==> src/rtl/ama_pipe_adder.sv <==
// ama_pipe_adder: carry-pipelined approximate mirror adder with valid/ready streaming.
// The low APPR_BITS bits use a per-transaction approximate cell; the upper bits are exact.
// Define ERR_STAT_EN to build the on-line error-statistics unit (err_sum/err_cnt/err_max).
module ama_pipe_adder #(
    parameter int unsigned WIDTH     = 32,
    parameter int unsigned APPR_BITS = 8,
    parameter int unsigned STAGES    = 4
) (
    input  logic             clk,
    input  logic             rst,
    input  logic             in_valid,
    output logic             in_ready,
    input  logic [WIDTH-1:0] a,
    input  logic [WIDTH-1:0] b,
    input  logic             cin,
    input  logic [2:0]       mode,
    output logic             out_valid,
    input  logic             out_ready,
    output logic [WIDTH-1:0] s,
    output logic             cout,
    input  logic             stat_clr,
    output logic [47:0]      err_sum,
    output logic [31:0]      err_cnt,
    output logic [WIDTH:0]   err_max
);
    localparam int unsigned SW = WIDTH / STAGES;
    localparam int unsigned EW = WIDTH + 2;

    logic en;

    // Whole pipe advances together unless a held result is waiting downstream.
    assign en       = ~out_valid | out_ready;
    assign in_ready = en;

    // Ripple one SW-bit slice; bits below APPR_BITS use the cell chosen by md.
    function automatic logic [SW:0] add_chunk(
        input logic [SW-1:0] x,
        input logic [SW-1:0] y,
        input logic          ci,
        input logic [2:0]    md,
        input int unsigned   base
    );
        logic [SW-1:0] sum;
        logic          c;
        logic          mj;
        sum = '0;
        c   = ci;
        for (int unsigned j = 0; j < SW; j++) begin
            mj = (x[j] & y[j]) | (x[j] & c) | (y[j] & c);
            if (base + j >= APPR_BITS) begin
                sum[j] = x[j] ^ y[j] ^ c;
                c      = mj;
            end else begin
                case (md)
                    3'd1: begin sum[j] = ~mj;          c = mj;   end
                    3'd2: begin sum[j] = ~mj;          c = x[j]; end
                    3'd3: begin sum[j] = ~x[j] & y[j]; c = x[j]; end
                    3'd4: begin sum[j] = y[j];         c = x[j]; end
                    default: begin
                        sum[j] = x[j] ^ y[j] ^ c;
                        c      = mj;
                    end
                endcase
            end
        end
        return {c, sum};
    endfunction

    for (genvar g = 0; g < STAGES; g++) begin : g_stage
        localparam int unsigned LO = SW * g;

        logic             src_v;
        logic             src_c;
        logic [WIDTH-1:0] src_a;
        logic [WIDTH-1:0] src_b;
        logic [WIDTH-1:0] src_s;
        logic [2:0]       src_m;
        logic [SW:0]      res;
        logic [WIDTH-1:0] nxt_s;
        logic             vld_q;
        logic             c_q;
        logic [WIDTH-1:0] a_q;
        logic [WIDTH-1:0] b_q;
        logic [WIDTH-1:0] s_q;
        logic [2:0]       m_q;
        logic             unused_q;
`ifdef ERR_STAT_EN
        logic [WIDTH:0]   src_x;
        logic [WIDTH:0]   x_q;
`endif

        if (g == 0) begin : g_head
            assign src_v = in_valid;
            assign src_c = cin;
            assign src_a = a;
            assign src_b = b;
            assign src_s = '0;
            assign src_m = mode;
`ifdef ERR_STAT_EN
            assign src_x = {1'b0, a} + {1'b0, b} + (WIDTH+1)'(cin);
`endif
        end else begin : g_body
            assign src_v = g_stage[g-1].vld_q;
            assign src_c = g_stage[g-1].c_q;
            assign src_a = g_stage[g-1].a_q;
            assign src_b = g_stage[g-1].b_q;
            assign src_s = g_stage[g-1].s_q;
            assign src_m = g_stage[g-1].m_q;
`ifdef ERR_STAT_EN
            assign src_x = g_stage[g-1].x_q;
`endif
        end

        // Slice g of the sum, merged into the partial sum carried down the pipe.
        assign res = add_chunk(src_a[LO +: SW], src_b[LO +: SW], src_c, src_m, LO);

        always_comb begin
            nxt_s           = src_s;
            nxt_s[LO +: SW] = res[SW-1:0];
        end

        // Operands already consumed by earlier slices are still carried whole.
        assign unused_q = ^{a_q, b_q, m_q};

        // Stage register: valid, operands, mode, partial sum and inter-stage carry.
        always_ff @(posedge clk or posedge rst) begin
            if (rst) begin
                vld_q <= 1'b0;
                c_q   <= 1'b0;
                a_q   <= '0;
                b_q   <= '0;
                s_q   <= '0;
                m_q   <= '0;
`ifdef ERR_STAT_EN
                x_q   <= '0;
`endif
            end else if (en) begin
                vld_q <= src_v;
                c_q   <= res[SW];
                a_q   <= src_a;
                b_q   <= src_b;
                s_q   <= nxt_s;
                m_q   <= src_m;
`ifdef ERR_STAT_EN
                x_q   <= src_x;
`endif
            end
        end
    end

    assign out_valid = g_stage[STAGES-1].vld_q;
    assign s         = g_stage[STAGES-1].s_q;
    assign cout      = g_stage[STAGES-1].c_q;

`ifdef ERR_STAT_EN
    logic signed [EW-1:0] err_c;
    logic [WIDTH:0]       abs_c;

    assign err_c = $signed({1'b0, cout, s}) - $signed({1'b0, g_stage[STAGES-1].x_q});
    assign abs_c = err_c[EW-1] ? (WIDTH+1)'(-err_c) : (WIDTH+1)'(err_c);

    // Accumulate error statistics on each output handshake; clear wins.
    always_ff @(posedge clk or posedge rst) begin
        if (rst) begin
            err_sum <= '0;
            err_cnt <= '0;
            err_max <= '0;
        end else if (stat_clr) begin
            err_sum <= '0;
            err_cnt <= '0;
            err_max <= '0;
        end else if (out_valid && out_ready) begin
            err_sum <= err_sum + 48'(err_c);
            if (err_cnt != '1) begin
                err_cnt <= err_cnt + 32'd1;
            end
            if (abs_c > err_max) begin
                err_max <= abs_c;
            end
        end
    end
`else
    logic unused_stat;

    assign unused_stat = stat_clr;
    assign err_sum     = '0;
    assign err_cnt     = '0;
    assign err_max     = '0;
`endif

endmodule

==> config.mk <==
export PLATFORM = sky130hd
export DESIGN_NAME = ama_pipe_adder
export DESIGN_NICKNAME = d
export VERILOG_FILES = /design/src/rtl/ama_pipe_adder.sv
export SDC_FILE = /design/constraint.sdc
export NUM_CORES = 1
export LEC_CHECK = 0
export CAP_MARGIN = 25
export CELL_PAD_IN_SITES_DETAIL_PLACEMENT = 0
export CELL_PAD_IN_SITES_GLOBAL_PLACEMENT = 1
export CORE_MARGIN = 5
export CORE_UTILIZATION = 25
export CTS_CLUSTER_SIZE = 20
export DETAILED_ROUTE_END_ITERATION = 12
export PLACE_DENSITY = 0.65
export SETUP_SLACK_MARGIN = 0.5
export SLEW_MARGIN = 15
export SYNTH_ARGS = -nofsm -noshare
export SYNTH_HDL_FRONTEND = slang
export SYNTH_SLANG_ARGS = --single-unit
==> constraint.sdc <==
create_clock -name clk -period 20.3 [get_ports clk]
set_input_delay 5.075 -clock clk [delete_from_list [all_inputs] [get_ports clk]]
set_output_delay 5.075 -clock clk [all_outputs]
set_load 0.01 [all_outputs]
### Where the registers sit, run 1

(2 px per µm) Other sequential cells in the stronger gray, the rest of the logic in the fainter gray.
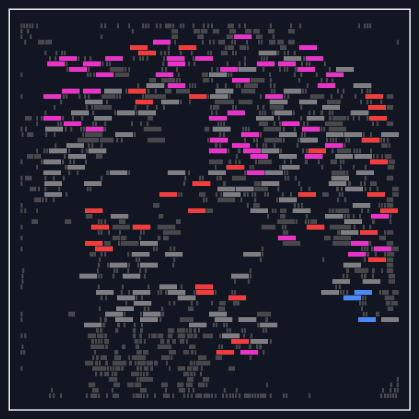
color	signal	sequential cells
magenta	`g_stage.b_q`	48
red	`s`	32
blue	`g_stage.vld_q`	3
not colored	101
sequential standard cell area: 0.00460 mm²
Seq/total area: 43.1%
Seq group: 610 µW

### Met3 routing, run 1

(2 px per µm)
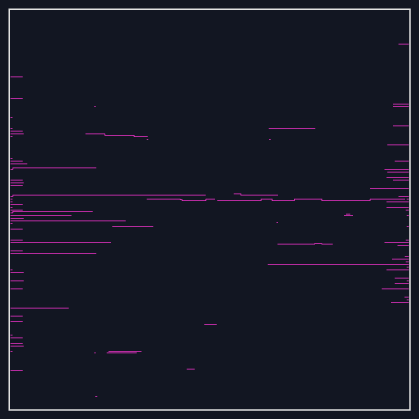
nets with wire on the layer	85
longest straight run	96.4 µm
GR Layer Usage met3: 3.20%
final wirelength: 20000 µm
vias after detailed routing: 6094

### Cells by drive strength, run 1

(2 px per µm)
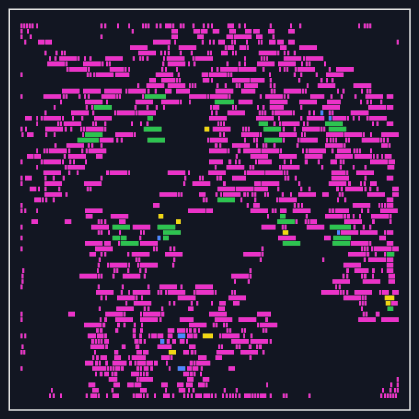
color	size	cells	most used
blue	_2 cells	7	clkinv_2
yellow	_3 and _4 cells	8	buf_4
green	_6 and larger	29	clkbuf_16
magenta	_0 and _1 cells	1066	nand2_1
design area: 0.0107 mm²
worst path setup slack after routing: 8350 ps

### Wiring heat map, run 1

(2 px per µm) The die is cut into 40 by 40 equal tiles; black is low, pale yellow is high, scaled to the fullest tile. Values are wire area over tile area, all layers added.
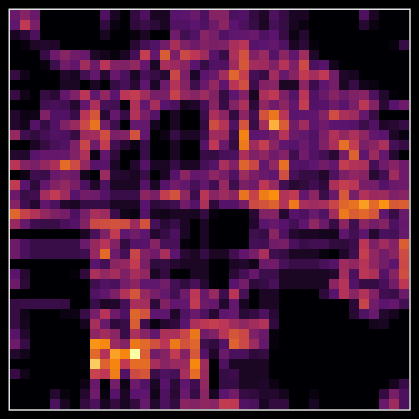
emptiest ninth of the die	lower right
fullest tile	0.38
tiles over half the peak	8.1%
mean over tiles	0.078
densest ninth of the die	middle right
all-layer global routing usage: 10.0%
Wirelength per Cell: 12.7 µm

==> run notes, run 1 <==
flow finished, numbers: status completed, Net Sw Frac between 30% and 40%, Worst setup SP type input port, top-count cell post-synth nand2_1, Die X ~200 µm, simple share between 20 and 25%, gr ovfl total 0, Ports ~220, worst hold slack ~460 ps, CTS tree yes, YS chip area approximately 0.009 mm², Worst-path clk slew around 70 ps, crit path capture type output pin, adder share under 10%, routing usage on met2 between 10% and 20%, Sw Pwr 515 µW, most frequent cell on the critical path clkdlybuf4s50_1, Top cell area share 51.2%, Critical Path RT roughly 15000 ps, clock skew 12.5 ps, Hold Startpoint g_stage[2].vld_q, Dominant flop cell dfrtp_1, first-pass GRT wire length roughly 32000 µm, comb area leader simple AND/OR/NAND/NOR gates, Logic pwr share between 30% and 40%, P_int slightly above 900 µW, max-slew violations 0, Fin Setup TNS 0 ps, Cells after Synth between 1000 and 1500, register share after synthesis roughly half, slew margin rel. ~35%, OpenROAD warnings 39, vias per std cell between 3 and 4, Initial DRC Count a little over 200, Final Hold Viols 0, CP peak stage delay between 600 and 700 ps, global route hottest layer met2, hpwl dp approximately 14000 µm, Distinct cells, synth 34, Peak VDD IR between 100 and 150 µV, Worst Path Arrival about 7000 ps, Static Leak ~5.4 nW, Post-CTS Setup Bufs 0, Die Ht ~200 µm, largest net degree at the start of global routing between 100 and 150, number of enable flip-flop cells 0, worst skew pair latency around 420 ps, CP cell instances clkdlybuf4s50_1, nor2b_4, inv_6, clkdlybuf4s50_1, Sequential Power Share a little over two fifths, ao+oa area frac 4.40%, initial antenna violation count 0, First-pass DRT Iterations 4, hold depth 2, GP Congestion 0.729, post-route ant nets 0, P per Cell Area 135 mW/mm², Pwr Total roughly 1.4 mW, FP Rows between 60 and 70, cts bufs inserted 17, # Max-Cap Violations 0, Flops after synth between 150 and 200, pre-placement core utilization between 20% and 30%, final setup fails 0, worst reg2reg endpoint s[31], Clock Power Share between 20 and 25%, Max clock buf depth 2, DRC errors left 0, vias in the first global route ~6200, post-synth design cell area around 0.009 mm²
run 1: worst max-delay path: cells and delay by family:
kind | cells | cell delay (ps)
AND/OR/NAND/NOR | 1 | 60
buffers and inverters | 3 | 1710
run 1: cell usage in the layout, fill, tap and decap left out, drive strengths merged:
master         synthesis  routed
a22o                   3       3
bufinv                 0       3
fa                    32      32
nor2b                  5       5
mux2i                  2       2
and2                   2       2
xnor2                  2       2
o21a                   1       1
o221ai                 1       1
inv                   33      39
dfrtp                184     184
clkdlybuf4s50          0     106
o32ai                  1       1
clkbuf                36      19
o211a                  4       4
a22oi                  6       6
nor3                   2       2
o21ai                 35      35
buf                  125       5
clkinv                 1       5
or2                    1       1
a21oi                 15      15
o22a                   1       1
nor2                  22      22
or3b                   1       1
nand2b                 2       2
ha                     8       8
mux2                   3       3
conb                   1     113
nand2                487     487
run 1: final cells by class:
class | count | area (µm²)
Clock buffer | 19 | 443
Clock inverter | 13 | 165
Fill cell | 3796 | 24900
Inverter | 34 | 140
Multi-Input combinational cell | 749 | 3640
Sequential cell | 184 | 4600
Tap cell | 461 | 577
Timing Repair Buffer | 111 | 1120
run 1: power by group through the flow:
stage	Combinational, mW	Sequential (mW)	Clock [mW]
finish	0.487	0.610	0.348
floorplan	0.320	0.617	0
CTS	0.507	0.614	0.362
global placement	0.500	0.616	0
global route	0.577	0.633	0.375
detailed placement	0.504	0.620	0
run 1: per-layer routing:
layer	vias up	part of all wire (%)
met5	-	0
met3	15	5.7
li1	3041	-
met4	0	0.93
met1	2931	45
met2	107	48
run 1: registers in the layout, summed over array words and instances, names as in the netlist:
register       flops
g_stage.c_q        3
out_valid          1
g_stage.a_q       48
cout               1
s                 32
g_stage.b_q       48
g_stage.vld_q      3
g_stage.s_q       48
run 1: metrics by stage:
stage / std cells / utilization, % / instance area (µm²)
floorplan: 1128 / - / 9410
global placement: 1538 / 28.3 / 10100
detailed placement: 1538 / 28.3 / 10100
CTS: 1570 / 30.0 / 10700
global route: 1571 / 30.1 / 10700
finish: 1571 / 30.1 / 10700
run 1: logic make-up after synthesis:
family / Yosys count
and+or+nand+nor: 522
buffers and inverters: 195
DFF: 184
muxes: 5
other: 1
AOI/OAI and AO/OA: 67
adders and majority gates: 40
xor gates and xnor gates: 2
run 1: worst max path at each step:
stage,slack (ps),start,depth (start not counted),endpoint
after floorplan,9450,out_ready,4,in_ready
after global placement,8300,out_ready,4,in_ready
after detailed placement,8300,out_ready,4,in_ready
after CTS,8300,out_ready,4,in_ready
after global routing,8210,out_ready,4,in_ready
final,8350,out_ready,4,in_ready
==> inputs of run 2 (changes only) <==
- clock period: 20.3 -> 11 ns (I/O delays scaled with it)
### Clock wiring as the flow saved it, run 2

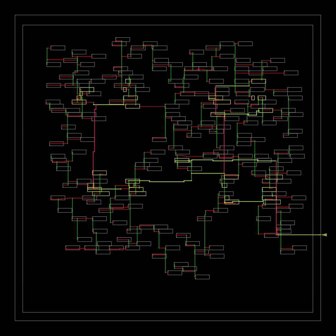
worst skew pair latency: 430 ps
final-layout clock buffer total: 18
Clock Sinks: 184
flip-flops: 184
cts bufs inserted: 17

==> run 2 against run 1 <==
First-iteration DRC count up 49%. Largest cell class unchanged. Total power up 88%. Sequential cell count unchanged. Die area unchanged.
==> run notes, run 2 <==
flow finished, numbers: worst hold-check path type flip-flop to flip-flop, Chip Area 0.0399 mm², DRC errors left 0 (unchanged), register share after synthesis 51.2% (unchanged), Peak VDD IR 141 µV (-4.2%), OpenROAD warnings 40 (+2.6%), GP Congestion 0.741 (+1.7%), PostCTS Resize Cnt 0, Max clock buf depth 2 (unchanged), # Max-Cap Violations 0 (unchanged), CTS tree yes, most used logic cell in the final layout nand2_1, FP Rows 69 (unchanged), Dominant flop cell dfrtp_1, Flops after synth 184 (unchanged), Top cell area share 51.2% (unchanged), initial antenna violation count 0 (unchanged), first-pass GRT wire length 32300 µm (+0.52%), Ports 221 (unchanged), global route hottest layer met2, most frequent cells in the layout nand2_1, dfrtp_1, conb_1, family with the most delay on the worst path adder cells, CP peak stage delay 870 ps (+200 ps), Clk Tree Root Cell clkbuf_16, Worst-path clk slew 70 ps (about the same), gr ovfl total 0 (unchanged), R2R Setup Slk around 7000 ps, routing usage on met2 15.7% (-0.20 points), YS chip area 0.00899 mm² (unchanged), Worst setup SP type input port, Post-CTS Setup Bufs 0 (unchanged), Worst Path Arrival 8890 ps (+2020 ps), pre-placement core utilization 25.3% (unchanged), vias after detailed routing 6171 (+1.3%), Initial DRC Count 305 (+49%), crit path capture type flip-flop, Final Hold Viols 0 (unchanged), worst reg2reg endpoint g_stage[1].s_q[15], Fin Setup TNS 0 ps (unchanged), slew margin rel. 41.7% (+6.4 points), post-synth design cell area 0.00899 mm² (unchanged), FF-to-FF Start g_stage[0].c_q, reg2reg path depth 12, final wirelength 19800 µm (-1.1%), Static Leak 5.46 nW (+0.50%), vias per std cell 3.93 (+1.2%), vias in the first global route 6274 (+1.9%), most frequent cell on the critical path fa_1, Die X 200 µm (unchanged), Final Util 30.3% (+0.21 points), Critical Path RT 11360 ps (-3870 ps), all-layer global routing usage 10.1% (+0.054 points), status completed, crit share post-route 77.6%, final setup fails 0 (unchanged), hpwl dp 13600 µm (+0.14%), P per Cell Area 253 mW/mm² (+87%), synth warn 0, Async S/R FF share, synth 100%, post-route ant nets 0 (unchanged), top-count cell post-synth nand2_1, Distinct cells, synth 34 (unchanged), clock skew 8.39 ps (-4.10 ps), GR Layer Usage met3 3.49% (+0.29 points), Die Ht 200 µm (unchanged), Hold Startpoint s[18], max-slew violations 0 (unchanged), Pwr Total 2.72 mW (+88%), number of enable flip-flop cells 0 (unchanged), Cells after Synth 1016 (unchanged), hold depth 2 (unchanged), largest net degree at the start of global routing 119 (+5.3%), critical path buffer and inverter count 1 (-2), Wirelength per Cell 12.6 µm (-1.1%), biggest regs g_stage.a_q: 48 flops, g_stage.b_q: 48 flops, g_stage.s_q: 48 flops, First-pass DRT Iterations 6 (+2)
-- run 2: cell types whose count changed in the layout (fill, tap and decap cells not counted) --
cell | before | now
clkbuf_1 | 1 | 0
clkinv_2 | 4 | 3
inv_6 | 5 | 4
clkinvlp_4 | 0 | 2
buf_16 | 1 | 2
bufinv_16 | 3 | 5
clkinv_4 | 1 | 0
-- run 2: worst max path at each step --
stage	from	end	slack, ps	cells after the start
finish	mode[2]	g_stage[0].s_q[7]	2460	25
global route	mode[0]	g_stage[0].s_q[7]	2010	25
CTS	mode[2]	g_stage[0].s_q[7]	2480	25
detailed placement	mode[2]	g_stage[0].s_q[7]	2000	25
global placement	mode[2]	g_stage[0].s_q[7]	2090	25
floorplan	rst	cout	3250	1
-- run 2: routing by layer --
layer / vias up / wire length, µm
met2: 113 / 9470
li1: 3044 / -
met5: - / 0
met3: 16 / 1230
met1: 2998 / 8820
met4: 0 / 246
-- run 2: metrics by stage --
step                      setup WS [ps]  instances  hold WS (ps)  area, µm²
final                              2460       1572           464      10800
after global routing               2010       1572           480      10800
after CTS                          2480       1570           467      10700
after detailed placement           2000       1538           451      10100
after global placement             2090       1538           441      10100
after floorplan                    3250       1128           430       9410
-- run 2: kinds of logic (layout without fill, tap and decap cells) --
logic type | after synthesis | after routing | synth area share, %
simple gates | 522 | 522 | 22.2
buf+inv | 195 | 178 | 13.1
flops | 184 | 184 | 51.2
compound gates | 67 | 67 | 4.40
fa+ha+maj | 40 | 40 | 8.24
mux | 5 | 5 | 0.640
xor+xnor | 2 | 2 | 0.195
other cells | 1 | 113 | 0.0417
-- run 2: layout make-up --
cell class                      instances  area, µm²
Timing Repair Buffer                  112       1150
Sequential cell                       184       4600
Fill cell                            3780      24800
Clock buffer                           18        439
Inverter                               34        140
Tap cell                              461        577
Clock inverter                         14        218
Multi-Input combinational cell        749       3640
-- run 2: power breakdown --
group / internal, mW / switching [mW]
clock network: 0.412 / 0.271
registers: 0.969 / 0.160
logic: 0.386 / 0.523
-- run 2: worst reg2reg max path, stage by stage (launching register included) --
cell and delay, ps:
dfrtp_1 400, inv_1 80, fa_1 170, inv_1 70
fa_1 390, fa_1 440, fa_1 400, fa_1 390
fa_1 390, fa_1 380, inv_1 160, fa_1 450
a21oi_1 130
Power figures rest on the tool's default switching activity, not on a simulated workload.
